==> config.mk <==
export PLATFORM = sky130hd
export DESIGN_NAME = rr_mux16_arbiter_flat
export DESIGN_NICKNAME = d
export VERILOG_FILES = /design/src/rtl/rr_mux16_arbiter_if.sv /design/src/rtl/rr_mux16_arbiter.sv /design/src/flat_wrapper.sv
export SDC_FILE = /design/constraint.sdc
export NUM_CORES = 1
export LEC_CHECK = 0
export CORE_MARGIN = 2
export CORE_UTILIZATION = 23
export CTS_CLUSTER_SIZE = 8
export DETAILED_ROUTE_END_ITERATION = 10
export SYNTH_ARGS = -nofsm -noshare
export SYNTH_HDL_FRONTEND = slang
export SYNTH_SLANG_ARGS = --single-unit
==> constraint.sdc <==
create_clock -name clk -period 4.4 [get_ports clk]
set_clock_uncertainty 0.15 [all_clocks]
set_input_delay 0.88 -clock clk [delete_from_list [all_inputs] [get_ports clk]]
set_output_delay 0.88 -clock clk [all_outputs]
set_load 0.02 [all_outputs]
==> src/rtl/rr_mux16_arbiter_if.sv <==
// rtl/rr_mux16_arbiter_if.sv - request/grant bundle between requesters and the mux-bank arbiter
interface rr_mux16_arbiter_if;
   logic [15:0] req;
   logic [15:0] grant;
   logic [3:0]  sel;
   logic        sel_valid;
   logic [7:0]  hold_cnt;

   modport master (
      output req,
      input  grant,
      input  sel,
      input  sel_valid,
      input  hold_cnt
   );

   modport slave (
      input  req,
      output grant,
      output sel,
      output sel_valid,
      output hold_cnt
   );
endinterface

==> src/rtl/rr_mux16_arbiter.sv <==
// rtl/rr_mux16_arbiter.sv - round-robin owner of a 16:1 mux bank with a per-grant hold limit
module rr_mux16_arbiter #(
   parameter int unsigned MAX_HOLD = 8
) (
   input  logic                clk,
   input  logic                reset,
   rr_mux16_arbiter_if.slave   arb
);

   typedef enum logic {
      ST_IDLE  = 1'b0,
      ST_GRANT = 1'b1
   } state_t;

   localparam logic [7:0] HOLD_LIM = 8'(MAX_HOLD);
   localparam bit         LIMIT_ON = (MAX_HOLD != 0);

   state_t      state_q, state_d;
   logic [3:0]  ptr_q, ptr_d;
   logic [15:0] grant_q, grant_d;
   logic [3:0]  sel_q, sel_d;
   logic [7:0]  hold_q, hold_d;

   logic [15:0] others;
   logic        release_now;
   logic [4:0]  pick;
   logic [3:0]  next_ptr;

   // Returns {found, index}: first set bit of cand searching upward from start, wrapping 15->0.
   function automatic logic [4:0] rr_pick(input logic [15:0] cand, input logic [3:0] start);
      logic [15:0] rot;
      logic [4:0]  res;
      rot = 16'({cand, cand} >> start);
      res = 5'd0;
      for (int i = 15; i >= 0; i--) begin
         if (rot[i]) begin
            res = {1'b1, start + 4'(i)};
         end
      end
      return res;
   endfunction

   always_comb begin
      state_d     = state_q;
      ptr_d       = ptr_q;
      grant_d     = grant_q;
      sel_d       = sel_q;
      hold_d      = hold_q;
      others      = arb.req & ~grant_q;
      release_now = 1'b0;
      next_ptr    = sel_q + 4'd1;
      pick        = 5'd0;

      unique case (state_q)
         ST_IDLE: begin
            pick = rr_pick(arb.req, ptr_q);
            if (pick[4]) begin
               state_d = ST_GRANT;
               grant_d = 16'd1 << pick[3:0];
               sel_d   = pick[3:0];
               hold_d  = 8'd1;
            end
         end
         ST_GRANT: begin
            release_now = !arb.req[sel_q] ||
                          (LIMIT_ON && (hold_q >= HOLD_LIM) && (others != 16'd0));
            if (release_now) begin
               // Owner's bit is excluded so it cannot win back-to-back against others.
               ptr_d = next_ptr;
               pick  = rr_pick(others, next_ptr);
               if (pick[4]) begin
                  grant_d = 16'd1 << pick[3:0];
                  sel_d   = pick[3:0];
                  hold_d  = 8'd1;
               end else begin
                  state_d = ST_IDLE;
                  grant_d = 16'd0;
                  hold_d  = 8'd0;
               end
            end else if (hold_q != 8'hFF) begin
               hold_d = hold_q + 8'd1;
            end
         end
         default: begin
            state_d = ST_IDLE;
            grant_d = 16'd0;
            hold_d  = 8'd0;
         end
      endcase
   end

   always_ff @(posedge clk or negedge reset) begin
      if (!reset) begin
         state_q <= ST_IDLE;
         ptr_q   <= 4'd0;
         grant_q <= 16'd0;
         sel_q   <= 4'd0;
         hold_q  <= 8'd0;
      end else begin
         state_q <= state_d;
         ptr_q   <= ptr_d;
         grant_q <= grant_d;
         sel_q   <= sel_d;
         hold_q  <= hold_d;
      end
   end

   assign arb.grant     = grant_q;
   assign arb.sel       = sel_q;
   assign arb.sel_valid = (grant_q != 16'd0);
   assign arb.hold_cnt  = hold_q;

endmodule

==> src/flat_wrapper.sv <==
// flat-port wrapper written by rule: the top's interface ports become plain ports
module rr_mux16_arbiter_flat 
#(
   parameter int unsigned MAX_HOLD = 8
)
  (clk, reset, arb_req, arb_grant, arb_sel, arb_sel_valid, arb_hold_cnt);
  rr_mux16_arbiter_if arb_i ();
  input  logic clk;
  input  logic reset;
  input wire logic [$bits(arb_i.req)-1:0] arb_req;
  output wire logic [$bits(arb_i.grant)-1:0] arb_grant;
  output wire logic [$bits(arb_i.sel)-1:0] arb_sel;
  output wire logic [$bits(arb_i.sel_valid)-1:0] arb_sel_valid;
  output wire logic [$bits(arb_i.hold_cnt)-1:0] arb_hold_cnt;
  assign arb_i.req = arb_req;
  assign arb_grant = arb_i.grant;
  assign arb_sel = arb_i.sel;
  assign arb_sel_valid = arb_i.sel_valid;
  assign arb_hold_cnt = arb_i.hold_cnt;
  rr_mux16_arbiter #(.MAX_HOLD(MAX_HOLD)) u_core (.clk(clk), .reset(reset), .arb(arb_i));
endmodule
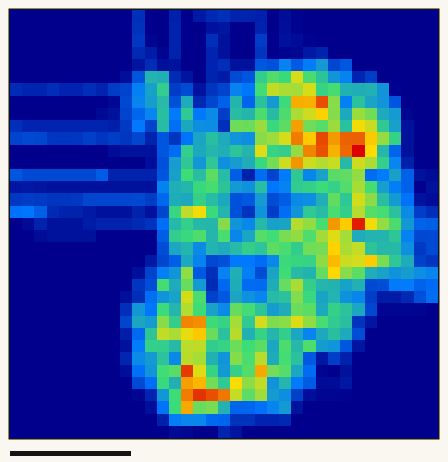
run_1/wire_density.png
Bar = 50 um. The die is cut into 35 by 35 equal tiles; dark blue is low, red is high, scaled to the fullest tile. Values are wire area over tile area, all layers added.
The fullest tile reaches 0.78. The emptiest ninth of the die: lower left. 15% of the tiles are over half the peak. 38% of the tiles are nearly empty. The mean over all tiles is 0.16.
DR WL/cell: 20.8 um
Routed WL: 30.6 mm

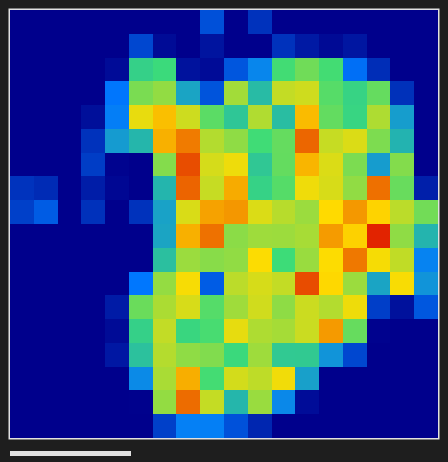
run_1/density.png
Bar = 50 um. The die is cut into 18 by 18 equal tiles; dark blue is low, red is high, 0 to 100% covered.
The fullest tile reaches 96%. 8.0% of the tiles are over 75% full. The emptiest ninth of the die: middle left. 39% of the tiles are nearly empty. The mean over all tiles is 31%.

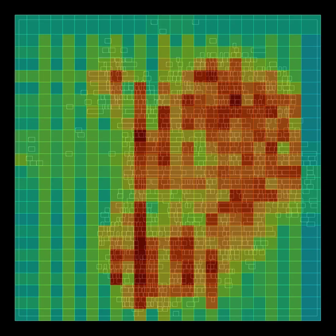
run_1/final_congestion.png
met2 global-route usage: 0.295
final core occ: 0.340
gr busiest metal: met2
gr usage total: 0.191

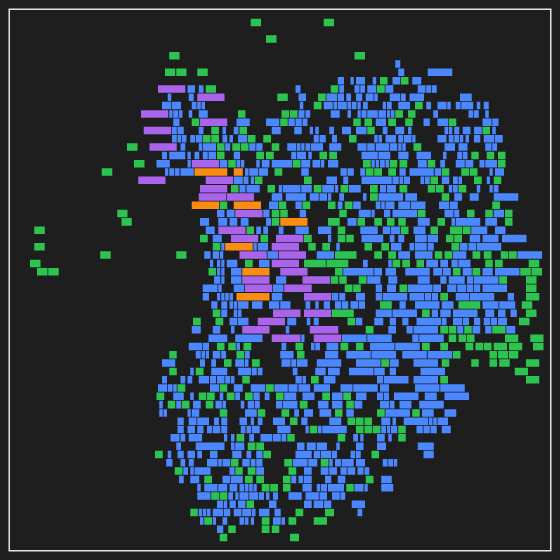
run_1/cell_classes.png
Key: flops = purple [cells 33, share of their area 8.7%]; all other logic = blue [cells 746, share of their area 64%]; other buffers and delay cells = green [cells 296, share of their area 25%]; clock drivers and dummy loads = orange [cells 8, share of their area 2.0%]
Core Area: 29600 um2
sequential share of cell area: 0.0825
Rows: 63

==> impl_metrics.ini, run 1 <==
; synthesis and place-and-route metrics
[clocking]
cts-root-buf = clkbuf_16
cts_resized = 28
clkLatencyLatePin_ps = 280
htreeDepth = 2
clockBufferDepth = 2
cts_sinks = 33
cts_buffers = 5

[synthesis]
topCellsByArea = mux4_2 12%, dfrtp_1 12%, mux2_2 5.9%
ys_area_um2 = 6870
mux_area_frac = 0.256
ys.warnings.count = 0
common_cells = 67 x nand2_1, 64 x nor2_1, 46 x a21oi_1
largest_area_cell = mux4_2
ys_types = 93
edf_count = 0

[final_timing]
setup_viol = 0
setup_tns_ps = 0
drv_slew = 0
fin_crit_sh = 0.979
period_minus_slack_ps = 4310
final.setup.worst_slack_ps = 92.2

[critical_path]
crit_chain = clkdlybuf4s50_1 > buf_4 > mux4_2 > mux2_2 > mux2i_2 > buf_4 > mux2i_1 > o22ai_1 > a2111oi_2 > buf_4 > o211ai_1 > or2_2 > nor2_1 > a221o_1
cp.required_ps = 4470

[job]
cap_violations = 0

[place]
dp_slack_ps = -583
gp_congestion = 0.989
placed_cell_area_um2 = 9340

[finish]
syn2layout_area_growth_pct = 46.2
lay_top_cells = 242 x buf_4, 66 x nand2_1, 64 x nor2_1
drive_above_1_share = 0.380
nets = 1111
layout_top_cell = buf_4
design_area_um2 = 10000

[global_route]
grt_max_degree = 38
first_global_vias = 8132

[status]
outcome = completed

[drt]
drtIter0Drc = 994
dr_total_vias = 8472

[floorplan]
die_w_um = 177
==> run 1: final cells by class <==
| type | instances | area [um2] | share of cell area |
|---|---|---|---|
| multi-input cells | 728 | 6030 | 0.601 |
| repair buffers | 296 | 2430 | 0.242 |
| flip-flops and latches | 33 | 828 | 0.0825 |
| well taps | 390 | 488 | 0.0486 |
| clock buffers | 5 | 125 | 0.0125 |
| clock inverters | 3 | 68.8 | 0.00685 |
| inverters | 18 | 67.6 | 0.00673 |
==> run 1: how the worst max path moves through the flow <==
stage,endpoint,slack (ps),from
3_5_place_dp,u_core.arb.hold_cnt[2],-580,arb_req[2]
5_1_grt,u_core.arb.grant[3],-30,u_core.arb.sel[0]
4_1_cts,u_core.arb.grant[3],2,arb_req[8]
3_3_place_gp,u_core.arb.hold_cnt[2],-630,arb_req[4]
6_report,u_core.arb.grant[6],90,arb_req[13]
2_1_floorplan,u_core.arb.grant[15],190,u_core.arb.sel[0]
==> run 1: critical path: cells and delay by family <==
kind	cells	cell delay [ps]
compound gates	4	660
buf+inv	4	1100
mux	4	1200
simple gates	2	530
==> run 1: metal layers <==
| layer | global-route usage | vias up | part of all wire |
|---|---|---|---|
| met5 | 0 | - | 0 |
| met4 | 0.0620 | 0 | 0.030 |
| met3 | 0.0372 | 57 | 0.098 |
| met2 | 0.295 | 461 | 0.44 |
| met1 | 0.266 | 4126 | 0.43 |
| li1 | - | 3828 | - |
==> run 1: state kept, by name, indices dropped and copies added (netlist names) <==
name                 flops
u_core.arb.grant        16
u_core.arb.hold_cnt      8
u_core.arb.sel           4
u_core.ptr_q             4
u_core.state_q           1
==> run 2: changes to the inputs <==
Settings changed: CTS_CLUSTER_SIZE 8 to default.
==> impl_metrics.ini, run 2 <==
; synthesis and place-and-route metrics
[status]
outcome = completed

[global_route]
busiest_layer = met2
use_met2 = 0.295
first_global_vias = 8132

[clocking]
cts-root-buf = clkbuf_16
cts_sinks = 33
cts_buffers = 5
htreeDepth = 2

[place]
gp_congestion = 0.989

[finish]
nets = 1111
fin_util = 0.340
largest_reg_flops = 16
design_area_um2 = 10000

[floorplan]
fp-row-count = 63
core-area_um2 = 29600
die_w_um = 177

[synthesis]
common_cells = 67 x nand2_1, 64 x nor2_1, 46 x a21oi_1
ys.warnings.count = 0

[final_timing]
setup_tns_ps = 0
final.setup.worst_slack_ps = 92.2
period_minus_slack_ps = 4310

[critical_path]
critPathLaunch = arb_req[13]
critPathCapture = u_core.arb.grant[6]
cp_num_buf_inv = 4
cp.depth = 14
critPathTopFamily = multiplexers
cp.required_ps = 4470

[drt]
dr.max_layer_used = met4
drtIter0Drc = 994
run 2: cell counts after synthesis:
No cell type changed its count.
run 2: how the worst min path moves through the flow:
stage | to | slack [ps] | cells after the start
5_1_grt | u_core.arb.hold_cnt[0] | 460 | 1
4_1_cts | u_core.arb.hold_cnt[6] | 430 | 1
3_3_place_gp | u_core.arb.hold_cnt[6] | 410 | 1
6_report | u_core.arb.hold_cnt[0] | 420 | 1
3_5_place_dp | u_core.arb.hold_cnt[2] | 410 | 1
2_1_floorplan | u_core.arb.grant[0] | 430 | 0
run 2: kinds of logic after synthesis:
group                    synth area share
buffers and inverters              0.0525
AND/OR/NAND/NOR                     0.245
XOR/XNOR                           0.0251
multiplexers                        0.256
adder cells (fa/ha/maj)            0.0200
flip-flops                          0.120
AND-OR/OR-AND                       0.281
run 2: worst register-to-register path: stages (launching register included):
cell,delay (ps)
dfrtp_1,410
ha_1,260
xor2_2,240
buf_12,160
mux4_2,530
a221o_1,450
mux2i_2,290
buf_4,180
o221ai_1,110
a22oi_1,160
o2111a_1,260
o211ai_1,200
buf_4,200
and3_2,230
a221o_1,330
run 2: what timing repair did:
| action | CTS | global route |
|---|---|---|
| endpoints found under the setup margin | 31 | 23 |
| resized | 28 | 59 |
| pin swaps | 9 | 15 |
| buffers inserted | 9 | 9 |
| hold buffers | 0 | 0 |
run 2: area by class of cell:
cell class	instances	area (um2)
clock buffers	5	125
fillers	3076	19500
inverters	18	67.6
well taps	390	488
multi-input cells	728	6030
repair buffers	296	2430
flip-flops and latches	33	828
clock inverters	3	68.8
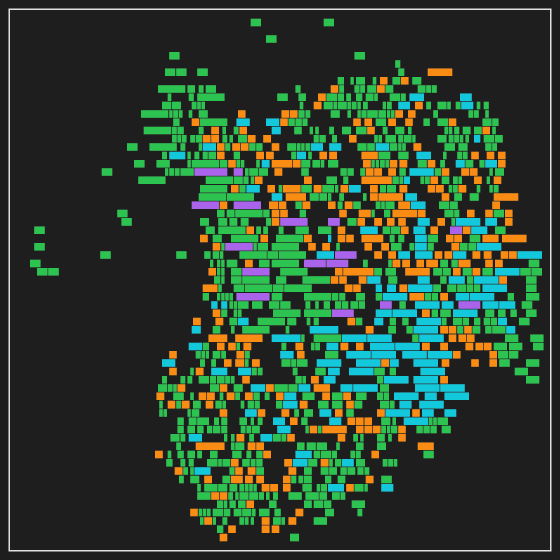
run_2/drive_strength.png
Key: drive 2 = cyan [cells 125, share 12%, most used mux4_2]; drive 6 and up = purple [cells 16, share 1.5%]; drive 3 to 4 = orange [cells 271, share 25%, most used buf_4]; drive 1 or less = green [cells 671, share 62%, most used nand2_1]

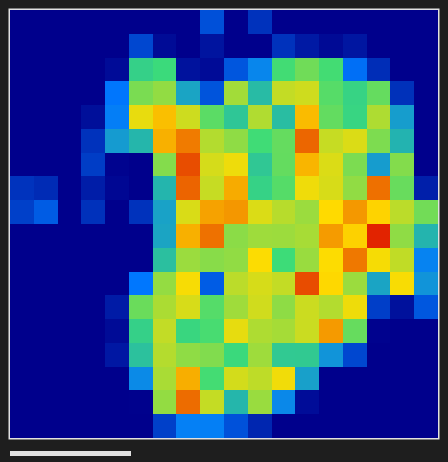
run_2/density.png
Bar = 50 um. The die is cut into 18 by 18 equal tiles; dark blue is low, red is high, 0 to 100% covered.
8.0% of the tiles are over 75% full. The fullest tile reaches 96%. 39% of the tiles are nearly empty.
fp_density: 0.232

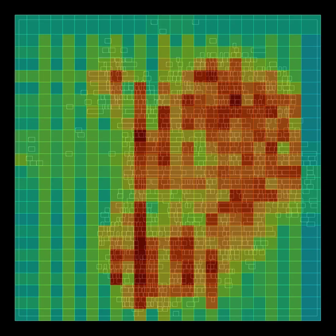
run_2/final_congestion.png
GR met1 Demand/Resource: 0.266
met3 Track Usage GR: 0.0372

